## src/rtl/axis_sample_source_if.sv

```systemverilog
// AXI-Stream beat channel (tvalid/tready/tdata/tlast) shared by the sample source and its sink.
interface axis_sample_source_if #(
    parameter int DATA_WIDTH = 64
);
    logic                  tvalid;
    logic                  tready;
    logic [DATA_WIDTH-1:0] tdata;
    logic                  tlast;

    modport master (output tvalid, output tdata, output tlast, input tready);
    modport slave  (input tvalid, input tdata, input tlast, output tready);
endinterface

```

## src/rtl/axis_sample_source.sv

```systemverilog
// axis_sample_source: FWFT-buffered AXI-Stream transmitter for {magnitude, angle} samples.
// Define AXIS_SAMPLE_SOURCE_DROP_COUNT_EN to add a 16-bit saturating drop_count output.
module axis_sample_source #(
    parameter int C_M00_AXIS_TDATA_WIDTH = 64,
    parameter int FIFO_DEPTH             = 8,
    parameter int FRAME_LEN              = 256
) (
    input  logic                          s00_axis_aclk,
    input  logic                          s00_axis_areset,
    input  logic                          sample_valid,
    input  logic [15:0]                   sample_mag,
    input  logic [15:0]                   sample_angle,
    axis_sample_source_if.master          m00_axis,
    output logic [$clog2(FIFO_DEPTH):0]   fifo_count,
    output logic                          overflow
`ifdef AXIS_SAMPLE_SOURCE_DROP_COUNT_EN
    ,
    output logic [15:0]                   drop_count
`endif
);
    localparam int PTR_W  = $clog2(FIFO_DEPTH);
    localparam int CNT_W  = PTR_W + 1;
    localparam int BEAT_W = (FRAME_LEN > 1) ? $clog2(FRAME_LEN) : 1;

    localparam logic [CNT_W-1:0]  DEPTH_C   = CNT_W'(FIFO_DEPTH);
    localparam logic [CNT_W-1:0]  CNT_ONE   = CNT_W'(1);
    localparam logic [PTR_W-1:0]  PTR_ONE   = PTR_W'(1);
    localparam logic [BEAT_W-1:0] BEAT_ONE  = BEAT_W'(1);
    localparam logic [BEAT_W-1:0] LAST_BEAT = BEAT_W'(FRAME_LEN - 1);

    logic [C_M00_AXIS_TDATA_WIDTH-1:0] fifo_mem [FIFO_DEPTH];
    logic [C_M00_AXIS_TDATA_WIDTH-1:0] packed_sample;
    logic [PTR_W-1:0]                  wr_ptr;
    logic [PTR_W-1:0]                  rd_ptr;
    logic [CNT_W-1:0]                  count;
    logic [BEAT_W-1:0]                 beat_cnt;
    logic                              not_empty;
    logic                              full;
    logic                              pop;
    logic                              push;
    logic                              drop;

    assign packed_sample = C_M00_AXIS_TDATA_WIDTH'({{16{sample_angle[15]}}, sample_angle,
                                                    16'h0000, sample_mag});

    assign not_empty = (count != '0);
    assign full      = (count == DEPTH_C);
    // A full FIFO still accepts a sample when the head leaves in the same cycle.
    assign pop       = not_empty && m00_axis.tready;
    assign push      = sample_valid && (!full || pop);
    assign drop      = sample_valid && full && !pop;

    // Outputs come straight from registers, so tvalid never depends on tready.
    assign m00_axis.tvalid = not_empty;
    assign m00_axis.tdata  = fifo_mem[rd_ptr];
    assign m00_axis.tlast  = not_empty && (beat_cnt == LAST_BEAT);
    assign fifo_count      = count;

    // NOTE: the storage array has no reset; count and pointers alone define which entries are live.
    always_ff @(posedge s00_axis_aclk) begin
        if (push && !s00_axis_areset) begin
            fifo_mem[wr_ptr] <= packed_sample;
        end
    end

    // NOTE: state uses non-blocking assignments so every register samples pre-edge values.
    always_ff @(posedge s00_axis_aclk) begin
        if (s00_axis_areset) begin
            wr_ptr   <= '0;
            rd_ptr   <= '0;
            count    <= '0;
            beat_cnt <= '0;
            overflow <= 1'b0;
        end else begin
            if (push) begin
                wr_ptr <= wr_ptr + PTR_ONE;
            end
            if (pop) begin
                rd_ptr   <= rd_ptr + PTR_ONE;
                beat_cnt <= (beat_cnt == LAST_BEAT) ? '0 : beat_cnt + BEAT_ONE;
            end
            case ({push, pop})
                2'b10:   count <= count + CNT_ONE;
                2'b01:   count <= count - CNT_ONE;
                default: count <= count;
            endcase
            if (drop) begin
                overflow <= 1'b1;
            end
        end
    end

`ifdef AXIS_SAMPLE_SOURCE_DROP_COUNT_EN
    always_ff @(posedge s00_axis_aclk) begin
        if (s00_axis_areset) begin
            drop_count <= '0;
        end else if (drop && (drop_count != 16'hFFFF)) begin
            drop_count <= drop_count + 16'd1;
        end
    end
`endif

endmodule

```

## src/flat_wrapper.sv

```systemverilog
// flat-port wrapper written by rule: the top's interface ports become plain ports
module axis_sample_source_flat 
#(
    parameter int C_M00_AXIS_TDATA_WIDTH = 64,
    parameter int FIFO_DEPTH             = 8,
    parameter int FRAME_LEN              = 256
)
  (s00_axis_aclk, s00_axis_areset, sample_valid, sample_mag, sample_angle, fifo_count, overflow, m00_axis_tvalid, m00_axis_tdata, m00_axis_tlast, m00_axis_tready);
  axis_sample_source_if #(.DATA_WIDTH(64)) m00_axis_i ();
  input  logic s00_axis_aclk;
  input  logic s00_axis_areset;
  input  logic sample_valid;
  input  logic [15:0] sample_mag;
  input  logic [15:0] sample_angle;
  output logic [$clog2(FIFO_DEPTH):0] fifo_count;
  output logic overflow;
  output wire logic [$bits(m00_axis_i.tvalid)-1:0] m00_axis_tvalid;
  output wire logic [$bits(m00_axis_i.tdata)-1:0] m00_axis_tdata;
  output wire logic [$bits(m00_axis_i.tlast)-1:0] m00_axis_tlast;
  input wire logic [$bits(m00_axis_i.tready)-1:0] m00_axis_tready;
  assign m00_axis_tvalid = m00_axis_i.tvalid;
  assign m00_axis_tdata = m00_axis_i.tdata;
  assign m00_axis_tlast = m00_axis_i.tlast;
  assign m00_axis_i.tready = m00_axis_tready;
  axis_sample_source #(.C_M00_AXIS_TDATA_WIDTH(C_M00_AXIS_TDATA_WIDTH), .FIFO_DEPTH(FIFO_DEPTH), .FRAME_LEN(FRAME_LEN)) u_core (.s00_axis_aclk(s00_axis_aclk), .s00_axis_areset(s00_axis_areset), .sample_valid(sample_valid), .sample_mag(sample_mag), .sample_angle(sample_angle), .m00_axis(m00_axis_i), .fifo_count(fifo_count), .overflow(overflow));
endmodule
```

## config.mk

```make
export PLATFORM = sky130hd
export DESIGN_NAME = axis_sample_source_flat
export DESIGN_NICKNAME = d
export VERILOG_FILES = /design/src/rtl/axis_sample_source_if.sv /design/src/rtl/axis_sample_source.sv /design/src/flat_wrapper.sv
export SDC_FILE = /design/constraint.sdc
export NUM_CORES = 1
export LEC_CHECK = 0
export CAP_MARGIN = 5
export CELL_PAD_IN_SITES_DETAIL_PLACEMENT = 0
export CELL_PAD_IN_SITES_GLOBAL_PLACEMENT = 1
export CORE_MARGIN = 4
export CORE_UTILIZATION = 30
export CTS_CLUSTER_SIZE = 20
export DETAILED_ROUTE_END_ITERATION = 7
export HOLD_SLACK_MARGIN = 0.08
export PLACE_DENSITY = 0.57
export SETUP_SLACK_MARGIN = 0.4
export SLEW_MARGIN = 20
export SYNTH_ARGS = -nofsm -noshare
export SYNTH_HDL_FRONTEND = slang
export SYNTH_SLANG_ARGS = --single-unit
```

## constraint.sdc

```tcl
create_clock -name s00_axis_aclk -period 7.1 [get_ports s00_axis_aclk]
set_input_delay 1.42 -clock s00_axis_aclk [delete_from_list [all_inputs] [get_ports s00_axis_aclk]]
set_output_delay 1.42 -clock s00_axis_aclk [all_outputs]
set_load 0.01 [all_outputs]
```

Fig. 1: run 1, supply network
Pins as bars on the die edge. Tap cells in gray.
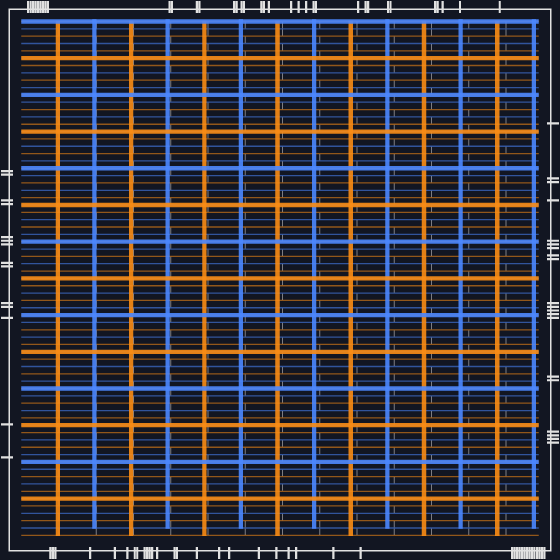
color	net
orange	VSS
blue	VDD
met1 rails	71
signal pins	107

Fig. 2: run 1, cell classes on the final placement
The bar under the picture is 50 um long. Fill, decap, tap and diode cells in gray.
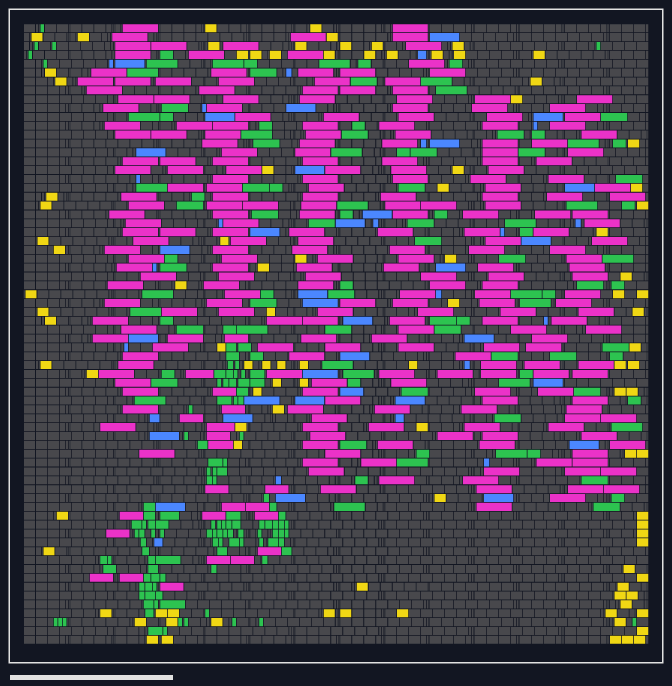
color	class	cells	share of their area
blue	clock drivers and dummy loads	54	7.4%
yellow	other buffers and delay cells	102	7.8%
magenta	flops	278	64%
green	combinational and other logic	212	21%

==> impl_metrics.toml, run 1 <==
# flow metrics
[run_status]
outcome = "completed"

[synth]
synth_cells = 532
edf_count = 256
ys_top_cells_by_count = "edfxtp_1, mux4_2, buf_4, mux2_2, mux4_1"
postSynthSeqShare_pct = 73.4
xor_share_pct = 0.633
ys_sh_mux_pct = 17.5
syn_avg_cell_area_um2 = 20.8
simple_gate_area_share_pct = 2.67
yosys.area.top_type_share_pct = 69.4
topCellsByArea = "edfxtp_1, mux4_2, mux4_1, dfxtp_1, mux2_2"
synth_chip_area_um2 = 11100
synth_cell_types = 41
ys_sh_aoi_pct = 1.48
yosys_register_bits = 278
top_area_cell = "edfxtp_1"
ys_sh_adder_pct = 0.452
netlist_area_um2 = 11100
synth.most_common_cell = "edfxtp_1"
ys.flop_type = "edfxtp_1"
ys_warn_count = 0
logic_family = "multiplexers"

[die]
die_w_um = 200
dieArea_um2 = 40000
rows = 70
initial_core_util_pct = 30.3
io_pins = 107
core_um2 = 36500

[setup_path]
cp-start-kind = "flop"
critPathMaxFanout = 38
cp.required_ps = 5680
crit_type = "reg -> out"
worst_setup_path_end_kind = "primary output"
crit_arrival_ps = 3450
regToRegStartpoint = "u_core.fifo_count[1]"

[clocking]
cts_hold_buffers = 0
clock.latency.late_pin_ps = 550
cts-root-buf = "clkbuf_16"
cts_setup_buffers = 0
cts_resized = 0
htreeDepth = 1
clkTransAtPathRegs_ps = 60
clock_sinks = 278
cts_tree = "built"
cts_buffers = 29
cts_buffer_depth = 3

[pwr]
peakVddDrop_v = 0.000176
power_density_nw_per_um2 = 303
power_leakage_uw = 0.00417

[detailed_routing]
routedWlPerCell_um = 20.8
avgViaCountPerCell = 4.64
via_count = 5169
ant_nets = 0
routed_wl_mm = 23.2
drt_iter0_markers = 316

[cells_and_area]
nFillCells = 3316
final_cell_mix = "edfxtp_1, clkdlybuf4s50_1, mux4_2, mux2_2, clkbuf_16"
syn_to_final_growth_pct = 20.2
flop_area_um2 = 8140
comb_area_um2 = 2630
fin_area_um2 = 13300
final_util_pct = 36.4
fin_nets = 663
drive_gt1_share_pct = 22.1

[place]
placed_area_um2 = 12400
port_buffers = 90
gp_congestion = 0.729
hpwl_mm = 13.3

[final_timing]
rsz0062_at_grt = "no"
setup_viol = 0
max_slew_margin_pct = 33.3
fin_skew_ps = 13.9
finalCritPeriodShare_pct = 68.7
final_hold_viol_count = 0
tightest_slew_ps = 989
period_needed_ps = 4870
max_freq_mhz = 205
final_max_slew_viol_count = 0

[grt]
grt_pass1_wl_mm = 34.7
grt_max_degree = 65
grt_antenna_before_repair = 2
track_usage_pct = 11.5
overflow = 0
grt_pass1_vias = 5650

[hold_path]
worstHoldPathType = "reg -> reg"
hp-start = "u_core.beat_cnt[1]"

[flow_run]
warnings = 26
maxCapViolations = 0
Fig. 3: run 1, clock network drawn from the DEF
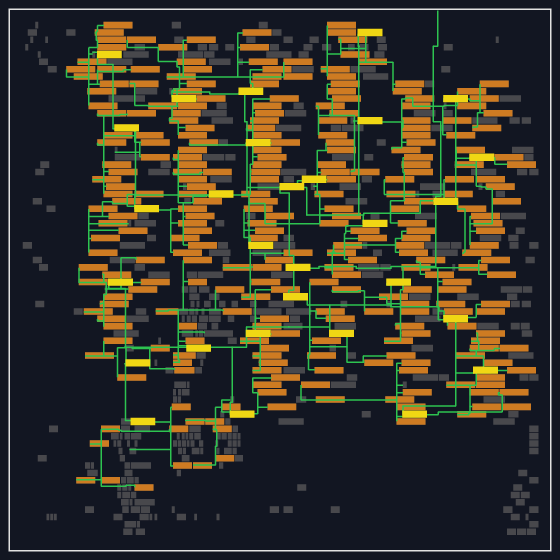
[green] clock wires | length: 3,190 um
[orange] flip-flops | count: 278
[yellow] clock drivers | count: 29
routed clock nets	30

[run 1: worst max-delay path: stages, from the launching register on]
cell,delay (ps)
dfxtp_4,810
buf_4,580
mux4_2,570
mux2_2,390
clkdlybuf4s50_1,530
[run 1: routing by layer]
layer	vias to the layer above	share of wire, %	global-route usage, %
met5	-	0.034	0
met4	2	2.1	2.97
met3	35	3.6	1.58
met2	101	54	21.2
met1	2698	41	14.3
li1	2333	-	-
[run 1: cell type report]
type	count	share of cell area, %
Clock inverter	23	1.56
Tap cell	468	4.40
Clock buffer	31	5.51
Multi-Input combinational cell	208	19.8
Inverter	4	0.113
Timing Repair Buffer	102	7.45
Antenna cell	1	0.0188
Sequential cell	278	61.2
[run 1: path summary, 6_finish.rpt]
check	end	slack (ps)	depth (start not counted)
worst max-delay path	m00_axis_tdata[59]	2230	4
worst min-delay path	u_core.beat_cnt[1]	480	2
worst max register to register	u_core.fifo_mem[2][4]	4460	5
worst min register to register	u_core.beat_cnt[1]	480	2
[run 1: through the flow]
| stage | setup slack, ps | hold WS, ps | instances | total power, uW |
|---|---|---|---|---|
| global route | 1950 | 515 | 1115 | 4220 |
| global placement | 2720 | 461 | 1060 | 2600 |
| detailed placement | 2690 | 475 | 1060 | 2610 |
| CTS | 2100 | 484 | 1114 | 4100 |
| floorplan | 1430 | 454 | 547 | 2380 |
| finish | 2230 | 483 | 1115 | 4030 |
[run 1: sequential cells by signal, summed over array words and instances (netlist names), named ones only]
register           flops
u_core.beat_cnt        8
u_core.fifo_count      4
u_core.fifo_mem      256
u_core.overflow        1
u_core.rd_ptr          3
u_core.wr_ptr          3
[run 1: report_power, final]
group | switching [uW] | internal [uW]
combinational | 255 | 396
clock | 611 | 860
sequential | 87.9 | 1820
total | 954 | 3080
Fig. 4: run 1, cell outlines without signal wires
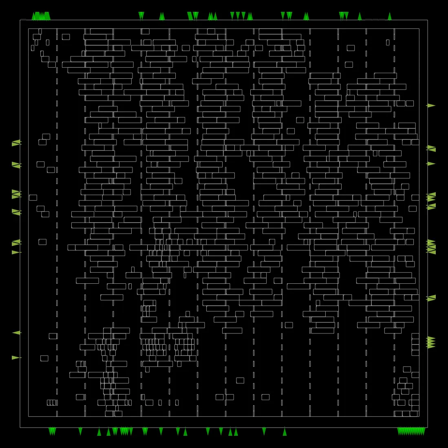

==> inputs of run 2 (changes only) <==
==> constraint.sdc (replaced) <==
create_clock -name s00_axis_aclk -period 5 [get_ports s00_axis_aclk]
set_input_delay 1 -clock s00_axis_aclk [delete_from_list [all_inputs] [get_ports s00_axis_aclk]]
set_output_delay 1 -clock s00_axis_aclk [all_outputs]
set_load 0.01 [all_outputs]
Fig. 5: run 2, cell outlines without signal wires
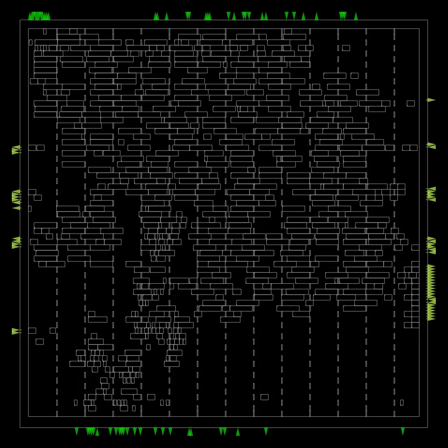
fin util: 36.7%
flop count: 278
# fillers: 3,323
sequential share of cell area: 60.7%

==> run 2 against run 1 <==
Compared with the run above:
- synthesized area stayed put
- cell area is 0.78% higher
- clock power is about 50% higher
- critical path type unchanged
- critical endpoint is now m00_axis_tdata[8]
==> impl_metrics.toml, run 2 <==
# flow metrics
[hold_path]
worstHoldPathType = "reg -> reg"

[pwr]
power_leakage_uw = 0.00421
peakVddDrop_v = 0.000274
power_density_nw_per_um2 = 437

[final_timing]
final_max_slew_viol_count = 0
tns_ps = 0
finalCritPeriodShare_pct = 82.3
period_needed_ps = 4110
max_slew_margin_pct = 28.1
fin_skew_ps = 14.1
rsz0062_at_grt = "no"
final_hold_viol_count = 0
tightest_slew_ps = 1080
setup_viol = 0
max_freq_mhz = 243

[grt]
grt_antenna_before_repair = 0
grt_max_degree = 65
grt_pass1_wl_mm = 34.4
overflow = 0
grt_pass1_vias = 5660
track_usage_pct = 11.2

[detailed_routing]
wl_met2_mm = 11.6
avgViaCountPerCell = 4.68
firstDrtPassIters = 4
drc_errors = 0
via_count = 5224
wl_met1_mm = 9.57
routed_wl_mm = 22.6
routedWlPerCell_um = 20.2
top_layer_used = "met4"
drt_iter0_markers = 255
dr_wl_met3_um = 970
ant_nets = 0

[clocking]
cts_resized = 0
clock_sinks = 278
cts_setup_buffers = 0
cts_buffers = 30
cts_tree = "built"
cts-root-buf = "clkbuf_16"
htreeDepth = 1
cts_buffer_depth = 3
clkTransAtPathRegs_ps = 60
clock.latency.late_pin_ps = 540
cts_hold_buffers = 0

[run_status]
outcome = "completed"

[place]
port_buffers = 90
gp_congestion = 0.643
dp.cells = 1061
placed_area_um2 = 12400
hpwl_mm = 13.0

[synth]
synth_cells = 532
ys_top_cells_by_count = "edfxtp_1, mux4_2, buf_4, mux2_2, mux4_1"
yosys_register_bits = 278
syn_avg_cell_area_um2 = 20.8
top_area_cell = "edfxtp_1"
synth_cell_types = 41
netlist_area_um2 = 11100
postSynthSeqShare_pct = 73.4
topCellsByArea = "edfxtp_1, mux4_2, mux4_1, dfxtp_1, mux2_2"
ys_warn_count = 0
ys.flop_type = "edfxtp_1"
yosysCellCount = 532
synth_chip_area_um2 = 11100
yosys.area.top_type_share_pct = 69.4
edf_count = 256
ys_async_sr_fraction_pct = 0
synth.most_common_cell = "edfxtp_1"

[cells_and_area]
final_cell_count_no_fill = 1116
lay_top_count = "edfxtp_1"
drive_gt1_share_pct = 22.2
final_cell_mix = "edfxtp_1, clkdlybuf4s50_1, mux4_2, mux2_2, clkbuf_16"
syn_to_final_growth_pct = 21.1
largest_reg_flops = 256
n_antenna_cell = 0
top_register = "u_core.fifo_mem"
fin_nets = 665
fin_area_um2 = 13400

[setup_path]
crit_arrival_ps = 3110
critPathMaxFanout = 35
crit_type = "reg -> out"
cp-start-kind = "flop"
r2r_slack_ps = 2480
cp.required_ps = 4000
worst_setup_path_end_kind = "primary output"

[die]
die_h_um = 200
rows = 70
initial_core_util_pct = 30.3
die_w_um = 200
io_pins = 107
core_um2 = 36500
dieArea_um2 = 40000

[flow_run]
warnings = 26
maxCapViolations = 0
[run 2: cell counts after synthesis]
No cell type changed its count.
[run 2: cell families after synthesis]
kind of cell               Yosys count  synth area share (%)
AOI/OAI and AO/OA                   22                  1.48
buffers and inverters               61                  3.80
adders and majority gates            4                 0.452
xor gates and xnor gates             8                 0.633
DFF                                278                  73.4
muxes                               99                  17.5
and+or+nand+nor                     59                  2.67
other                                1                0.0339
[run 2: layout make-up]
cell class	instances	area [um2]	share of cell area (%)
Sequential cell	278	8140	60.7
Multi-Input combinational cell	208	2650	19.7
Clock buffer	36	795	5.93
Timing Repair Buffer	103	1020	7.63
Tap cell	468	586	4.37
Clock inverter	19	203	1.51
Inverter	4	15.0	0.112
[run 2: through the flow]
step	utilization (%)	hold slack, ps	setup slack [ps]	total power (uW)
after floorplan	-	454	605	3380
after global placement	34.0	461	1420	3710
after detailed placement	34.0	476	1410	3720
after CTS	36.7	484	804	5950
after global routing	36.7	540	712	6120
final	36.7	484	887	5850
[run 2: path summary, 6_finish.rpt]
path                       endpoint                 start  depth (start not counted)
max               m00_axis_tdata[8]                  flop                          4
min              u_core.beat_cnt[1]    u_core.beat_cnt[1]                          2
max reg2reg  u_core.fifo_mem[0][24]  u_core.fifo_count[1]                          5
min reg2reg      u_core.beat_cnt[1]    u_core.beat_cnt[1]                          2
[run 2: where the power goes]
part	internal, uW	total (uW)	switching [uW]
Combinational	569	938	369
Sequential	2590	2710	127
Clock	1340	2200	865
Total	4490	5850	1360
[run 2: worst max-delay path: stages, from the launching register on]
cell             delay [ps]
dfxtp_4                 810
buf_12                  330
mux4_1                  590
mux2_2                  300
clkdlybuf4s50_1         490
[run 2: layer usage]
metal	vias up	global-route usage, %
met2	110	19.6
met3	37	2.00
met5	-	0
met1	2751	14.5
li1	2326	-
met4	0	2.62
Power figures rest on the tool's default switching activity, not on a simulated workload.
